## src/rtl/flood_order_engine.sv

```systemverilog
// Flood-fill ordering engine: stamps 4-connected traced cells with visit order.
// Ports: clk, rst_n (sync, low), start/start_cell/trace in; busy/done/order_out/count out.
module flood_order_engine #(
  parameter  int ROWS  = 5,
  parameter  int COLS  = 5,
  parameter  int ORD_W = 5,
  localparam int CELLS = ROWS * COLS,
  localparam int IDX_W = $clog2(CELLS)
) (
  input  logic                     clk,
  input  logic                     rst_n,
  input  logic                     start,
  input  logic [IDX_W-1:0]         start_cell,
  input  logic [CELLS-1:0]         trace,
  output logic                     busy,
  output logic                     done,
  output logic [CELLS*ORD_W-1:0]   order_out,
  output logic [ORD_W-1:0]         count
);

  if ((2 ** ORD_W) - 1 < CELLS) begin : g_bad_ord_w
    $error("ORD_W too narrow for ROWS*COLS");
  end

  typedef enum logic [2:0] {
    IDLE, POP, CHK_U, CHK_D, CHK_L, CHK_R, DONE
  } state_t;

  localparam logic [IDX_W:0] COLS_W  = (IDX_W+1)'(COLS);
  localparam logic [IDX_W:0] COLS_M1 = (IDX_W+1)'(COLS - 1);
  localparam logic [IDX_W:0] ROWS_M1 = (IDX_W+1)'(ROWS - 1);
  localparam logic [IDX_W:0] CELLS_W = (IDX_W+1)'(CELLS);

  state_t             state_q, state_d;
  logic [CELLS-1:0]   trace_q;
  logic [ORD_W-1:0]   order_q [CELLS];
  logic [ORD_W-1:0]   count_q;
  logic [IDX_W-1:0]   stack_q [CELLS];
  logic [IDX_W:0]     sp_q;
  logic [IDX_W-1:0]   cur_q;

  logic [IDX_W:0]     cur_w, row, col, nb_w;
  logic [IDX_W-1:0]   nb;
  logic               nb_ok, hit, seed_ok;

  assign seed_ok = ({1'b0, start_cell} < CELLS_W)
                && trace[start_cell];

  assign cur_w = {1'b0, cur_q};
  assign row   = cur_w / COLS_W;
  assign col   = cur_w % COLS_W;

  // Neighbour of the cell being expanded; edges never wrap.
  always_comb begin
    nb_w  = '0;
    nb_ok = 1'b0;
    unique case (1'b1)
      (state_q == CHK_U): begin
        nb_w  = cur_w - COLS_W;
        nb_ok = (row != '0);
      end
      (state_q == CHK_D): begin
        nb_w  = cur_w + COLS_W;
        nb_ok = (row != ROWS_M1);
      end
      (state_q == CHK_L): begin
        nb_w  = cur_w - 1'b1;
        nb_ok = (col != '0);
      end
      (state_q == CHK_R): begin
        nb_w  = cur_w + 1'b1;
        nb_ok = (col != COLS_M1);
      end
      default: ;
    endcase
  end

  assign nb  = nb_w[IDX_W-1:0];
  assign hit = nb_ok && (nb_w < CELLS_W)
            && trace_q[nb] && (order_q[nb] == '0);

  always_ff @(posedge clk) begin
    if (!rst_n) state_q <= IDLE;
    else        state_q <= state_d;
  end

  always_comb begin
    state_d = state_q;
    busy    = 1'b0;
    done    = 1'b0;
    unique case (state_q)
      IDLE: begin
        if (start) state_d = seed_ok ? POP : DONE;
      end
      POP: begin
        busy    = 1'b1;
        state_d = (sp_q == '0) ? DONE : CHK_U;
      end
      CHK_U: begin
        busy    = 1'b1;
        state_d = CHK_D;
      end
      CHK_D: begin
        busy    = 1'b1;
        state_d = CHK_L;
      end
      CHK_L: begin
        busy    = 1'b1;
        state_d = CHK_R;
      end
      CHK_R: begin
        busy    = 1'b1;
        state_d = POP;
      end
      DONE: begin
        done    = 1'b1;
        state_d = IDLE;
      end
      default: state_d = IDLE;
    endcase
  end

  always_ff @(posedge clk) begin
    if (!rst_n) begin
      trace_q <= '0;
      count_q <= '0;
      sp_q    <= '0;
      cur_q   <= '0;
      for (int i = 0; i < CELLS; i++) order_q[i] <= '0;
    end else begin
      unique case (state_q)
        IDLE: begin
          if (start) begin
            trace_q <= trace;
            sp_q    <= '0;
            count_q <= '0;
            for (int i = 0; i < CELLS; i++) order_q[i] <= '0;
            if (seed_ok) begin
              order_q[start_cell] <= ORD_W'(1);
              count_q             <= ORD_W'(1);
              stack_q[0]          <= start_cell;
              sp_q                <= (IDX_W+1)'(1);
            end
          end
        end
        POP: begin
          if (sp_q != '0) begin
            cur_q <= stack_q[IDX_W'(sp_q - 1'b1)];
            sp_q  <= sp_q - 1'b1;
          end
        end
        CHK_U, CHK_D, CHK_L, CHK_R: begin
          if (hit) begin
            assert (sp_q < CELLS_W);
            order_q[nb]           <= count_q + 1'b1;
            count_q               <= count_q + 1'b1;
            stack_q[IDX_W'(sp_q)] <= nb;
            sp_q                  <= sp_q + 1'b1;
          end
        end
        default: ;
      endcase
    end
  end

  always_comb begin
    order_out = '0;
    for (int i = 0; i < CELLS; i++)
      order_out[i*ORD_W +: ORD_W] = order_q[i];
  end

  assign count = count_q;

endmodule

```

## config.mk

```make
export PLATFORM = sky130hd
export DESIGN_NAME = flood_order_engine
export DESIGN_NICKNAME = d
export VERILOG_FILES = /design/src/rtl/flood_order_engine.sv
export SDC_FILE = /design/constraint.sdc
export NUM_CORES = 1
export LEC_CHECK = 0
export CAP_MARGIN = 20
export CORE_MARGIN = 4
export CORE_UTILIZATION = 52
export DETAILED_ROUTE_END_ITERATION = 16
export PLACE_DENSITY = 0.86
export SLEW_MARGIN = 20
export SYNTH_ARGS = -nofsm -noshare
export SYNTH_HDL_FRONTEND = slang
export SYNTH_SLANG_ARGS = --single-unit
```

## constraint.sdc

```tcl
create_clock -name clk -period 5.6 [get_ports clk]
set_input_delay 1.12 -clock clk [delete_from_list [all_inputs] [get_ports clk]]
set_output_delay 1.12 -clock clk [all_outputs]
set_load 0.05 [all_outputs]
```

Figure 1. Metal 1.
The bar under the picture is 50 microns long.
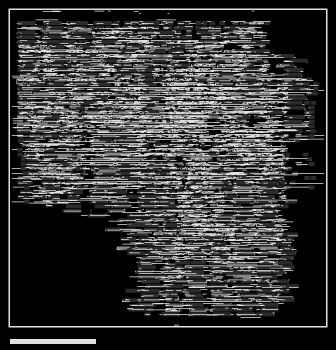
wire length on this layer: 16,800 microns
nets with wire on the layer: 1,501
share of all routed wire: 35%
main direction: horizontal
longest straight run: 56.1 microns

Figure 2. The metal 2 layer.
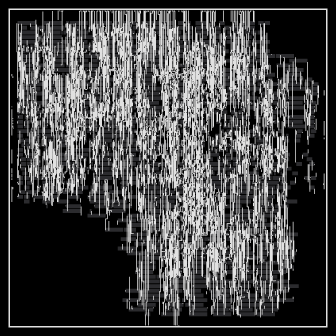
nets with wire on the layer: 1,445
share of all routed wire: 46%

Figure 3. The metal 3 layer.
The bar under the picture is 50 microns long.
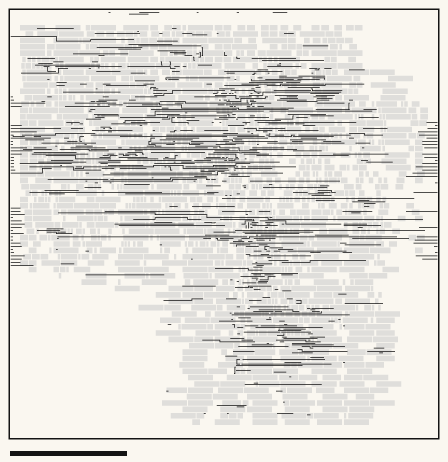
nets with wire on the layer: 361
longest straight run: 81.9 microns
wire length on this layer: 6,450 microns
main direction: horizontal
share of all routed wire: 13%

power groups by stage:
stage | clock [uW] | combinational (uW) | sequential, uW
floorplan | 0 | 2380 | 3810
global placement | 0 | 4380 | 3270
detailed placement | 0 | 4480 | 3280
CTS | 2440 | 4530 | 3240
global route | 2540 | 4900 | 3270
finish | 2430 | 4680 | 3250
cells in the mapped netlist, types with 9 or more instances:
cell type,number
a22oi_1,9
a21oi_1,36
buf_2,31
o21ai_0,61
a211oi_1,34
nand2b_1,10
or4_1,14
o22ai_1,12
mux2i_1,23
or3_1,10
clkbuf_1,56
mux4_2,48
dfxtp_1,44
nor4_1,33
xnor2_1,11
ha_1,13
nor2_1,75
o21a_1,9
inv_1,25
buf_1,10
a21boi_0,26
nor3_1,121
nand2_1,138
nand3_1,24
edfxtp_1,285
==> deck_impl_summary.md <==
Key Metrics from the Run

Place
  – DP Worst Slack: 0.280 ns
  – Placed Cells incl. Taps: 1,896

Floorplan
  – Core area: 0.0300 sq mm
  – Starting density of the core: 53.2%
  – Total I/O pin count: 165

Layout
  – Comb/total area: 31.2%
  – Final Util: 66.0%
  – Max reg flops: 160
  – Final Non-Filler Cells: 1,958
  – Most frequent logic cell in the layout: edfxtp_1
  – Final Cell Area: 0.0198 sq mm
  – Logic area: 0.00617 sq mm
  – Most common logic cells in the final layout: 285 x edfxtp_1, 164 x clkdlybuf4s50_1, 138 x nand2_1, 119 x nor3_1, 90 x buf_4
  – Area Overhead vs Synth: 24.2%
  – Register area: 0.00944 sq mm
  – Fin nets: 1,589

Drt
  – Initial DRC count: 1,921
  – Post-DRT Antenna Nets: 0

CTS
  – Deepest clock path buffer count: 3
  – Clk Tree Root Cell: clkbuf_16
  – Post-CTS Resized: 0
  – Clk sink count: 329

Outcome
  – Run status: finished, final reports clean

Power
  – Cell Pwr Density: 524 mW/mm^2
  – Seq pwr share: 31.4%
  – Leakage power: 0.00675 uW
  – Clock power frac: 23.4%
  – Sw frac: 41.8%

Synthesis
  – Syn Area/Cell: 12.1 sq um
  – Mux share: 8.59%
  – Cells after synthesis: 1,313
  – Seq cells post-synth: 329
  – Synthesized area: 0.0159 sq mm
  – Ys cells: 1,313
  – Synth warn: 0

Hold path
  – Hold Crit Class: reg -> reg

Setup path
  – CP startpoint: cur_q[3]
  – Crit path max-delay family: AND-OR/OR-AND gates
  – Crit path launch type: flop
  – CP Capture Point: order_q[5][3]
  – Slowest-stage cell, CP: a221o_1
  – Critical path type: reg -> reg

Timing
  – RSZ-0062 raised after global routing: true

GRT
  – Most used routing layer in global routing: met2
No activity file was given, so power comes from the tool's default toggle rates.
